<file path="src/rtl/ws_pkg.sv">
// Shared types and constants for the weight-stationary PE row.
//   ACT_W / W_W : activation and weight widths (signed)
//   PROD_W      : full-precision width of one weight*activation product
//   CNT_W       : width of the per-row activation counters (matches num_act)
//   state_t     : row sequencing states
//   clog2       : ceiling log2 helper for sizing accumulators
package ws_pkg;

    localparam int unsigned ACT_W  = 8;
    localparam int unsigned W_W    = 8;
    localparam int unsigned PROD_W = ACT_W + W_W;
    localparam int unsigned CNT_W  = 6;

    typedef enum logic [1:0] {
        IDLE  = 2'd0,
        RUN   = 2'd1,
        DRAIN = 2'd2,
        DONE  = 2'd3
    } state_t;

    function automatic int unsigned clog2(input int unsigned v);
        int unsigned r;
        r = 0;
        while ((32'd1 << r) < v) begin
            r = r + 1;
        end
        return r;
    endfunction

endpackage

</file>
<file path="src/rtl/ws_pe_row_if.sv">
// Bus bundle between the activation buffer / controller and one PE row.
//   slave  : the PE row (consumes weights, start, act_in; drives act_rd and results)
//   master : the environment driving the PE row
interface ws_pe_row_if #(
    parameter int unsigned ACC_W = 20
);
    import ws_pkg::*;

    logic                     w_load;
    logic signed [W_W-1:0]    w_in;
    logic                     start;
    logic [CNT_W-1:0]         num_act;
    logic                     act_rd;
    logic signed [ACT_W-1:0]  act_in;
    logic signed [ACC_W-1:0]  psum_out;
    logic                     psum_valid;
    logic                     busy;
    logic                     done;

    modport slave (
        input  w_load, w_in, start, num_act, act_in,
        output act_rd, psum_out, psum_valid, busy, done
    );

    modport master (
        output w_load, w_in, start, num_act, act_in,
        input  act_rd, psum_out, psum_valid, busy, done
    );

endinterface

</file>
<file path="src/rtl/ws_dot.sv">
// Combinational signed dot product of KSIZE weights and KSIZE activations.
//   w     : weights, signed W_W bits each
//   a     : window samples, signed ACT_W bits each
//   dot_c : sum of sign-extended 16-bit products, ACC_W bits, wraps (no saturation)
module ws_dot
    import ws_pkg::*;
#(
    parameter int unsigned KSIZE = 3,
    parameter int unsigned ACC_W = 20
) (
    input  logic signed [W_W-1:0]   w [KSIZE],
    input  logic signed [ACT_W-1:0] a [KSIZE],
    output logic signed [ACC_W-1:0] dot_c
);

    logic signed [PROD_W-1:0] prod;

    always_comb begin
        dot_c = '0;
        prod  = '0;
        for (int i = 0; i < int'(KSIZE); i++) begin
            prod  = PROD_W'(w[i]) * PROD_W'(a[i]);
            dot_c = dot_c + ACC_W'(prod);
        end
    end

endmodule

</file>
<file path="src/rtl/ws_pe_row.sv">
// Weight-stationary PE for one convolution row.
//   sys_clk, rst_n : clock and asynchronous active-low reset
//   bus (slave)    : weight load, row start/num_act, activation read request and
//                    returned data, registered psum result/valid, busy and done
// Weights shift in while idle; a row streams num_act reads, slides a KSIZE window
// and emits one psum per full window, three cycles after the read that completes it.
module ws_pe_row
    import ws_pkg::*;
#(
    parameter int unsigned KSIZE = 3,
    parameter int unsigned ACC_W = 20
) (
    input logic       sys_clk,
    input logic       rst_n,
    ws_pe_row_if.slave bus
);

    state_t                  state, state_d;
    logic [CNT_W-1:0]        rd_cnt, rd_cnt_d;
    logic [CNT_W-1:0]        num_q, num_d;
    logic                    act_rd_q, act_rd_d;
    logic                    busy_q, busy_d;
    logic                    done_q, done_d;
    logic                    row_start;
    logic                    w_shift;

    logic signed [W_W-1:0]   w_q   [KSIZE];
    logic signed [ACT_W-1:0] win_q [KSIZE];
    logic [CNT_W-1:0]        fill;
    logic                    rd_d1;      // act_in carries valid data this cycle
    logic                    win_vld;    // window is full and was just updated
    logic signed [ACC_W-1:0] psum_q;
    logic                    psum_valid_q;
    logic signed [ACC_W-1:0] dot_c;

    // FSM state and control output registers
    always_ff @(posedge sys_clk or negedge rst_n) begin
        if (!rst_n) begin
            state    <= IDLE;
            rd_cnt   <= '0;
            num_q    <= '0;
            act_rd_q <= 1'b0;
            busy_q   <= 1'b0;
            done_q   <= 1'b0;
        end else begin
            state    <= state_d;
            rd_cnt   <= rd_cnt_d;
            num_q    <= num_d;
            act_rd_q <= act_rd_d;
            busy_q   <= busy_d;
            done_q   <= done_d;
        end
    end

    // Next-state and next-output logic
    always_comb begin
        state_d   = state;
        rd_cnt_d  = rd_cnt;
        num_d     = num_q;
        act_rd_d  = 1'b0;
        busy_d    = busy_q;
        done_d    = 1'b0;
        row_start = 1'b0;
        w_shift   = 1'b0;
        case (state)
            IDLE: begin
                busy_d = 1'b0;
                if (bus.start) begin
                    row_start = 1'b1;
                    num_d     = bus.num_act;
                    busy_d    = 1'b1;
                    if (bus.num_act >= CNT_W'(KSIZE)) begin
                        state_d  = RUN;
                        act_rd_d = 1'b1;
                        rd_cnt_d = CNT_W'(1);
                    end else begin
                        state_d = DONE;
                        done_d  = 1'b1;
                    end
                end else if (bus.w_load) begin
                    w_shift = 1'b1;
                end
            end
            RUN: begin
                if (rd_cnt == num_q) begin
                    state_d = DRAIN;
                end else begin
                    act_rd_d = 1'b1;
                    rd_cnt_d = rd_cnt + CNT_W'(1);
                end
            end
            DRAIN: begin
                // last psum is on the output and nothing is left in the pipe
                if (psum_valid_q && !win_vld && !rd_d1) begin
                    state_d = DONE;
                    done_d  = 1'b1;
                end
            end
            DONE: begin
                state_d = IDLE;
                busy_d  = 1'b0;
            end
            default: state_d = IDLE;
        endcase
    end

    // Weight shift register, activation window and psum output register
    always_ff @(posedge sys_clk or negedge rst_n) begin
        if (!rst_n) begin
            for (int i = 0; i < int'(KSIZE); i++) begin
                w_q[i]   <= '0;
                win_q[i] <= '0;
            end
            fill         <= '0;
            rd_d1        <= 1'b0;
            win_vld      <= 1'b0;
            psum_q       <= '0;
            psum_valid_q <= 1'b0;
        end else begin
            rd_d1        <= act_rd_q;
            psum_valid_q <= win_vld;
            if (win_vld) begin
                psum_q <= dot_c;
            end
            if (w_shift) begin
                for (int i = 0; i < int'(KSIZE) - 1; i++) begin
                    w_q[i] <= w_q[i+1];
                end
                w_q[KSIZE-1] <= bus.w_in;
            end
            if (row_start) begin
                for (int i = 0; i < int'(KSIZE); i++) begin
                    win_q[i] <= '0;
                end
                fill    <= '0;
                win_vld <= 1'b0;
            end else begin
                win_vld <= rd_d1 && (fill >= CNT_W'(KSIZE - 1));
                if (rd_d1) begin
                    for (int i = 0; i < int'(KSIZE) - 1; i++) begin
                        win_q[i] <= win_q[i+1];
                    end
                    win_q[KSIZE-1] <= bus.act_in;
                    fill           <= fill + CNT_W'(1);
                end
            end
        end
    end

    ws_dot #(
        .KSIZE (KSIZE),
        .ACC_W (ACC_W)
    ) u_dot (
        .w     (w_q),
        .a     (win_q),
        .dot_c (dot_c)
    );

    assign bus.act_rd     = act_rd_q;
    assign bus.psum_out   = psum_q;
    assign bus.psum_valid = psum_valid_q;
    assign bus.busy       = busy_q;
    assign bus.done       = done_q;

endmodule

</file>
<file path="src/flat_wrapper.sv">
// flat-port wrapper written by rule: the top's interface ports become plain ports
module ws_pe_row_flat import ws_pkg::*;
#(
    parameter int unsigned KSIZE = 3,
    parameter int unsigned ACC_W = 20
)
  (sys_clk, rst_n, bus_w_load, bus_w_in, bus_start, bus_num_act, bus_act_in, bus_act_rd, bus_psum_out, bus_psum_valid, bus_busy, bus_done);
  ws_pe_row_if #(.ACC_W(ACC_W)) bus_i ();
  input logic sys_clk;
  input logic rst_n;
  input wire logic [$bits(bus_i.w_load)-1:0] bus_w_load;
  input wire logic [$bits(bus_i.w_in)-1:0] bus_w_in;
  input wire logic [$bits(bus_i.start)-1:0] bus_start;
  input wire logic [$bits(bus_i.num_act)-1:0] bus_num_act;
  input wire logic [$bits(bus_i.act_in)-1:0] bus_act_in;
  output wire logic [$bits(bus_i.act_rd)-1:0] bus_act_rd;
  output wire logic [$bits(bus_i.psum_out)-1:0] bus_psum_out;
  output wire logic [$bits(bus_i.psum_valid)-1:0] bus_psum_valid;
  output wire logic [$bits(bus_i.busy)-1:0] bus_busy;
  output wire logic [$bits(bus_i.done)-1:0] bus_done;
  assign bus_i.w_load = bus_w_load;
  assign bus_i.w_in = bus_w_in;
  assign bus_i.start = bus_start;
  assign bus_i.num_act = bus_num_act;
  assign bus_i.act_in = bus_act_in;
  assign bus_act_rd = bus_i.act_rd;
  assign bus_psum_out = bus_i.psum_out;
  assign bus_psum_valid = bus_i.psum_valid;
  assign bus_busy = bus_i.busy;
  assign bus_done = bus_i.done;
  ws_pe_row #(.KSIZE(KSIZE), .ACC_W(ACC_W)) u_core (.sys_clk(sys_clk), .rst_n(rst_n), .bus(bus_i));
endmodule
</file>
<file path="config.mk">
export PLATFORM = sky130hd
export DESIGN_NAME = ws_pe_row_flat
export DESIGN_NICKNAME = d
export VERILOG_FILES = /design/src/rtl/ws_pkg.sv /design/src/rtl/ws_pe_row_if.sv /design/src/rtl/ws_dot.sv /design/src/rtl/ws_pe_row.sv /design/src/flat_wrapper.sv
export SDC_FILE = /design/constraint.sdc
export NUM_CORES = 1
export LEC_CHECK = 0
export CAP_MARGIN = 25
export CORE_ASPECT_RATIO = 0.75
export CORE_MARGIN = 2
export CORE_UTILIZATION = 35
export CTS_CLUSTER_DIAMETER = 100
export DETAILED_ROUTE_END_ITERATION = 8
export GPL_TIMING_DRIVEN = 0
export SYNTH_ARGS = -nofsm -noshare
export SYNTH_HDL_FRONTEND = slang
export SYNTH_HIERARCHICAL = 1
export SYNTH_SLANG_ARGS = --single-unit
</file>
<file path="constraint.sdc">
create_clock -name sys_clk -period 8.75 [get_ports sys_clk]
set_input_delay 1.75 -clock sys_clk [delete_from_list [all_inputs] [get_ports sys_clk]]
set_output_delay 1.75 -clock sys_clk [all_outputs]
set_load 0.1 [all_outputs]
</file>
Figure 1. I/O pins on the die edge (run 1).
Drawn at 2 px/um. Pins as bars across the die edge, other pins in grey.
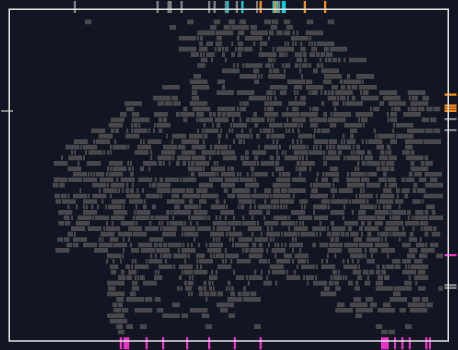
port	colour	pins	direction	edge
bus_psum_out	magenta	20	output	19 bottom, 1 right
bus_num_act	cyan	6	input	top
bus_act_in	orange	8	input	4 right, 4 top
all pins by edge	21 top, 19 bottom, 9 right, 1 left

Figure 2. Signal wires on met2 (run 1).
Drawn at 2 px/um.
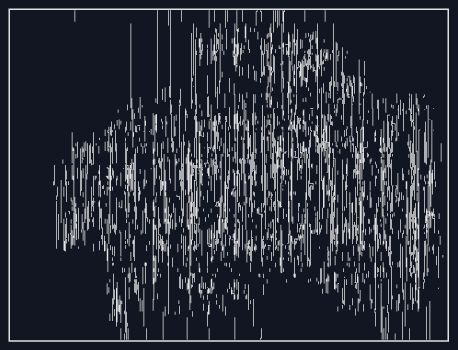
main direction	vertical
wire length on this layer	11,900 um
via total after detailed routing: 7,682
final wirelength: 25.9 mm
routing usage on met2: 0.249

Figure 3. Cell placement (run 1).
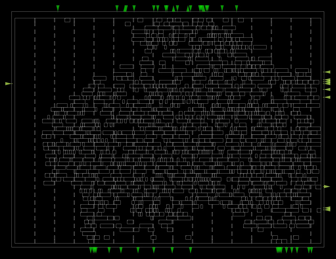
registers: 94
number of cell rows: 58
non-filler instance count after layout: 1,676
tap cells: 450

-- run 1: flip-flops by register name, indices dropped and copies added, names as in the netlist --
name and cells:
u_core/bus.act_rd 1, u_core/bus.busy 1, u_core/bus.done 1, u_core/bus.psum_out 20
u_core/bus.psum_valid 1, u_core/fill 6, u_core/num_q 6, u_core/rd_cnt 6
u_core/rd_d1 1, u_core/state 2, u_core/w_q 24, u_core/win_q 24
u_core/win_vld 1
-- run 1: stage by stage --
step                hold WS (ns)  instances  area, sq um
floorplan                  0.391       1159        12100
global placement           0.359       1658        13200
detailed placement         0.360       1659        13200
CTS                        0.377       1675        13500
global route               0.380       1675        13500
finish                     0.374       1676        13500
-- run 1: area by class of cell --
type	count	area (sq um)	area share
Clock inverter	7	66.3	0.00492
Inverter	277	1040	0.0771
Timing Repair Buffer	50	515	0.0382
Multi-Input combinational cell	770	8630	0.640
Antenna cell	1	2.50	0.000186
Clock buffer	9	225	0.0167
Buffer	18	87.6	0.00650
Tap cell	450	563	0.0418
Sequential cell	94	2350	0.174
-- run 1: routing by layer --
layer | wire length, um | up-vias
met5 | 0 | -
met4 | 359 | 0
met3 | 1360 | 20
met2 | 11900 | 139
met1 | 12200 | 3927
li1 | - | 3596
==> summary.log, run 1 <==
[worst_setup_path] Worst path slowest cell dfrtp_1
[final_layout] Final Util 0.399
[grt] total routing resource utilization after global routing 0.158
[grt] global route hottest layer met2
[clock_tree] number of buffers between clock root and the deepest sink 2
[final_timing] setup tns final 0 ns
[placement] worst slack at placement 1.94 ns
[synthesis] most frequent cell after synthesis inv_1
[die] Initial Util 0.358
[synthesis] synth cell count leaders inv_1 (276), fa_1 (234), nand2_1 (105)
[final_timing] slew of the pin with the lowest slew margin 0.985 ns
[clock_tree] TritonCTS clock tree yes
[final_timing] crit share post-route 0.779
[grt] first-pass GRT wire length 44.3 mm
[detailed_routing] violation count after the first detailed-routing iteration 412
[worst_setup_path] FF-to-FF path depth 21
[final_layout] relative area change from synthesis to final layout 11.3%
[die] height of the die 165 um
[flow_run] number of warnings in the stage logs 30
[synthesis] prevailing logic family in the synthesized netlist adder cells
[clock_tree] cell at the root of the clock tree clkbuf_16
[worst_setup_path] Worst setup SP type register
[worst_setup_path] data arrival time of the critical path 7.07 ns
[synthesis] post-synthesis register bit count 94
[synthesis] number of warnings issued by yosys 6
[final_timing] relative max-transition margin 0.342
[final_layout] most numerous logic cells after layout inv_1 (276), fa_1 (234), nand2_1 (105)
[flow_run] maximum capacitance violations 0
[worst_setup_path] number of logic stages on the critical path including buffering 21
[final_layout] # nets final 1,560
[synthesis] AND-OR/OR-AND Cells, Area Fraction 0.0344
[detailed_routing] routed wire length per instance 15.5 um
[worst_setup_path] crit-path cells and2_1, inv_1, fa_1, fa_1, inv_1, fa_1, fa_1, fa_1, fa_1, inv_1, fa_1, inv_1, ha_1, a21o_2, a21oi_1, o21ba_2, o21ai_1, a31oi_1, xnor2_1, buf_4, mux2_2
[synthesis] # Cells Yosys 1,159
[synthesis] Main synth FF type dfrtp_1
[worst_setup_path] Worst Setup EP u_core/bus.psum_out[19]
[worst_setup_path] kind of critical path reg -> reg
[placement] Detailed Place HPWL 22.0 mm
[worst_setup_path] critical path peak fanout 10
[placement] last weighted congestion value of the routability-driven placer 0.839
[worst_setup_path] endpoint class of the critical path register
[min_path] Hold Path Sink u_core/rd_d1
[grt] vias in the first global route 8,213
[worst_setup_path] cell type with the highest occurrence count on the critical path fa_1
[detailed_routing] Antenna Nets Post-Route 0
[die] Die Wd 219 um
[detailed_routing] drt via density 4.58
[clock_tree] Setup Buffers After CTS 0
[grt] initial antenna violation count 0
[synthesis] adder-cell share of the synthesized area 0.469
[worst_setup_path] Bufs and invs on worst path 5
[synthesis] number of instances in the synthesized netlist 1,159
[synthesis] proportion of synthesized area in mux cells 0.0649
[status] run status complete, no violations
==> run 2, diff against run 1 <==
- clock period: 8.75 -> 7 ns (I/O delays scaled with it)
Figure 4. Cell placement (run 2).
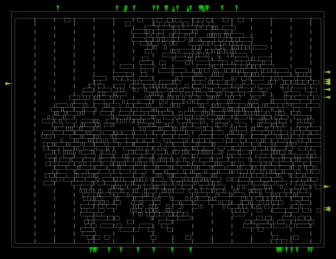
non-filler instance count after layout: 1,675
Final Util: 0.399

Figure 5. Wiring by layer (run 2).
Drawn at 1 px/um. Two of the layers only.
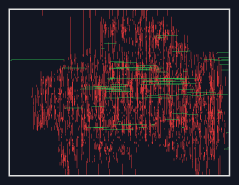
layer	colour	wire length
met3	green	1,320 um
met2	red	11,900 um

==> run 2 against run 1 <==
Maximum frequency increased by 2.1%. Via count is 0.17% lower. Critical path type unchanged. Highest routed layer unchanged. Largest cell class unchanged.
==> summary.log, run 2 <==
[final_layout] most numerous logic cells after layout inv_1 (276), fa_1 (233), nand2_1 (105) [was inv_1 (276), fa_1 (234), nand2_1 (105)]
[grt] vias in the first global route 8,213 [unchanged]
[final_layout] Repair and plain buffers 67 [was 68]
[grt] first-pass GRT wire length 44.3 mm [unchanged]
[final_layout] non-clock buffer area fraction after layout 0.0444 [was 0.0447]
[die] Initial Util 0.358 [unchanged]
[placement] last weighted congestion value of the routability-driven placer 0.839 [unchanged]
[placement] Detailed Place HPWL 22.0 mm [unchanged]
[flow_run] maximum capacitance violations 0 [unchanged]
[worst_setup_path] crit-path cells nand2_1, inv_1, fa_1, inv_1, fa_1, inv_1, fa_1, fa_1, fa_1, fa_1, inv_1, fa_1, inv_1, ha_1, a21oi_1, o21ai_0, o21ba_2, o21ai_1, a31oi_1, xnor2_1, buf_4, mux2_2 [was and2_1, inv_1, fa_1, fa_1, inv_1, fa_1, fa_1, fa_1, fa_1, inv_1, fa_1, inv_1, ha_1, a21o_2, a21oi_1, o21ba_2, o21ai_1, a31oi_1, xnor2_1, buf_4, mux2_2]
[final_layout] total area of multi-input combinational cells 0.00864 sq mm [was 0.00863 sq mm]
[final_layout] relative area change from synthesis to final layout 11.3% [about the same]
[detailed_routing] Antenna Nets Post-Route 0 [unchanged]
[detailed_routing] via total after detailed routing 7,669 [was 7,682]
[final_timing] setup tns final 0 ns [unchanged]
[grt] total routing resource utilization after global routing 0.158 [unchanged]
[detailed_routing] drt via density 4.58 [about the same]
[synthesis] Main synth FF type dfrtp_1 [unchanged]
[final_layout] number of inserted diodes 1 [unchanged]
[worst_setup_path] endpoint class of the critical path register [unchanged]
[worst_setup_path] Worst setup SP type register [unchanged]
[detailed_routing] final wirelength 25.9 mm [about the same]
[worst_setup_path] critical path peak fanout 10 [unchanged]
[placement] worst slack at placement 0.187 ns [was 1.94 ns]
[die] height of the die 165 um [unchanged]
[die] Die Wd 219 um [unchanged]
[final_layout] number of clock-tree buffers in the layout 9 [unchanged]
[final_layout] sequential cell area share 0.174 [about the same]
[final_timing] crit share post-route 0.954 [was 0.779]
[final_layout] registers 94 [unchanged]
[final_layout] Non-Filler Cell Area, Final 0.0135 sq mm [about the same]
[final_layout] Sequential Area 0.00235 sq mm [unchanged]
[synthesis] synth cell count leaders inv_1 (276), fa_1 (234), nand2_1 (105) [unchanged]
[synthesis] number of instances in the synthesized netlist 1,159 [unchanged]
[final_layout] portion of the layout cell area used by clock cells 0.0216 [about the same]
[die] number of cell rows 58 [unchanged]
[final_timing] slew of the pin with the lowest slew margin 0.985 ns [unchanged]
[synthesis] # Cells Yosys 1,159 [unchanged]
[worst_setup_path] data arrival time of the critical path 6.93 ns [was 7.07 ns]
[flow_run] number of warnings in the stage logs 30 [unchanged]
[placement] standard cell area after detailed placement 0.0132 sq mm [unchanged]
[synthesis] number of warnings issued by yosys 6 [unchanged]
[synthesis] most frequent cell after synthesis inv_1 [unchanged]
[worst_setup_path] Bufs and invs on worst path 6 [was 5]
[die] tap cells 450 [unchanged]
[final_layout] non-clock inverter instance count of the final layout 277 [unchanged]
[placement] # placed instances 1,659 [unchanged]
[worst_setup_path] kind of critical path reg -> reg [unchanged]
[detailed_routing] violation count after the first detailed-routing iteration 429 [was 412]
[worst_setup_path] cell type with the highest occurrence count on the critical path fa_1 [unchanged]
[status] run status complete, no violations [unchanged]
[worst_setup_path] Worst path slowest cell fa_1 [was dfrtp_1]
[final_timing] relative max-transition margin 0.342 [unchanged]
[final_layout] fraction of standard cell area in multi-input logic 0.640 [about the same]
Figure 6. Nets reached from selected ports (run 2).
Drawn at 1 px/um.
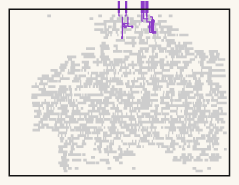
port	colour	bits	direction	end cells	buffers	wire
bus_num_act	purple	6	input	9	6	169 um

==> run 2: worst paths after layout <==
path,startpoint,endpoint,slack (ns),cells after the start
max,u_core/win_q[1],u_core/bus.psum_out[19],0.33,22
min,u_core/bus.act_rd,u_core/rd_d1,0.37,0
max reg2reg,u_core/win_q[1],u_core/bus.psum_out[19],0.33,22
min reg2reg,u_core/bus.act_rd,u_core/rd_d1,0.37,0
max in group asynchronous,rst_n,u_core/state[0],5.29,2
min in group asynchronous,rst_n,u_core/bus.psum_out[3],1.02,1
==> run 2: timing repair <==
action                                  4_1_cts  5_1_grt
hold buffers                                  0        0
gates resized                                 0        3
endpoints found under the setup margin        0        4
setup buffers                                 0        0
==> run 2: cell families after synthesis <==
kind of cell / share of synthesized area
AND-OR/OR-AND: 0.0344
XOR/XNOR: 0.0246
flip-flops: 0.194
AND/OR/NAND/NOR: 0.119
adder cells (fa/ha/maj): 0.469
multiplexers: 0.0649
buffers and inverters: 0.0931
==> run 2: per-stage QoR <==
stage               hold WS [ns]  utilization
floorplan                  0.391            -
global placement           0.359        0.389
detailed placement         0.360        0.390
CTS                        0.377        0.399
global route               0.380        0.399
finish                     0.374        0.399
==> run 2: routing by layer <==
layer / vias to the layer above / track usage / share of wire / wire length (um)
li1: 3592 / - / - / -
met1: 3914 / 0.225 / 0.47 / 12300
met2: 143 / 0.249 / 0.46 / 11900
met3: 20 / 0.0348 / 0.051 / 1320
met4: 0 / 0.0347 / 0.014 / 359
met5: - / 0 / 0 / 0
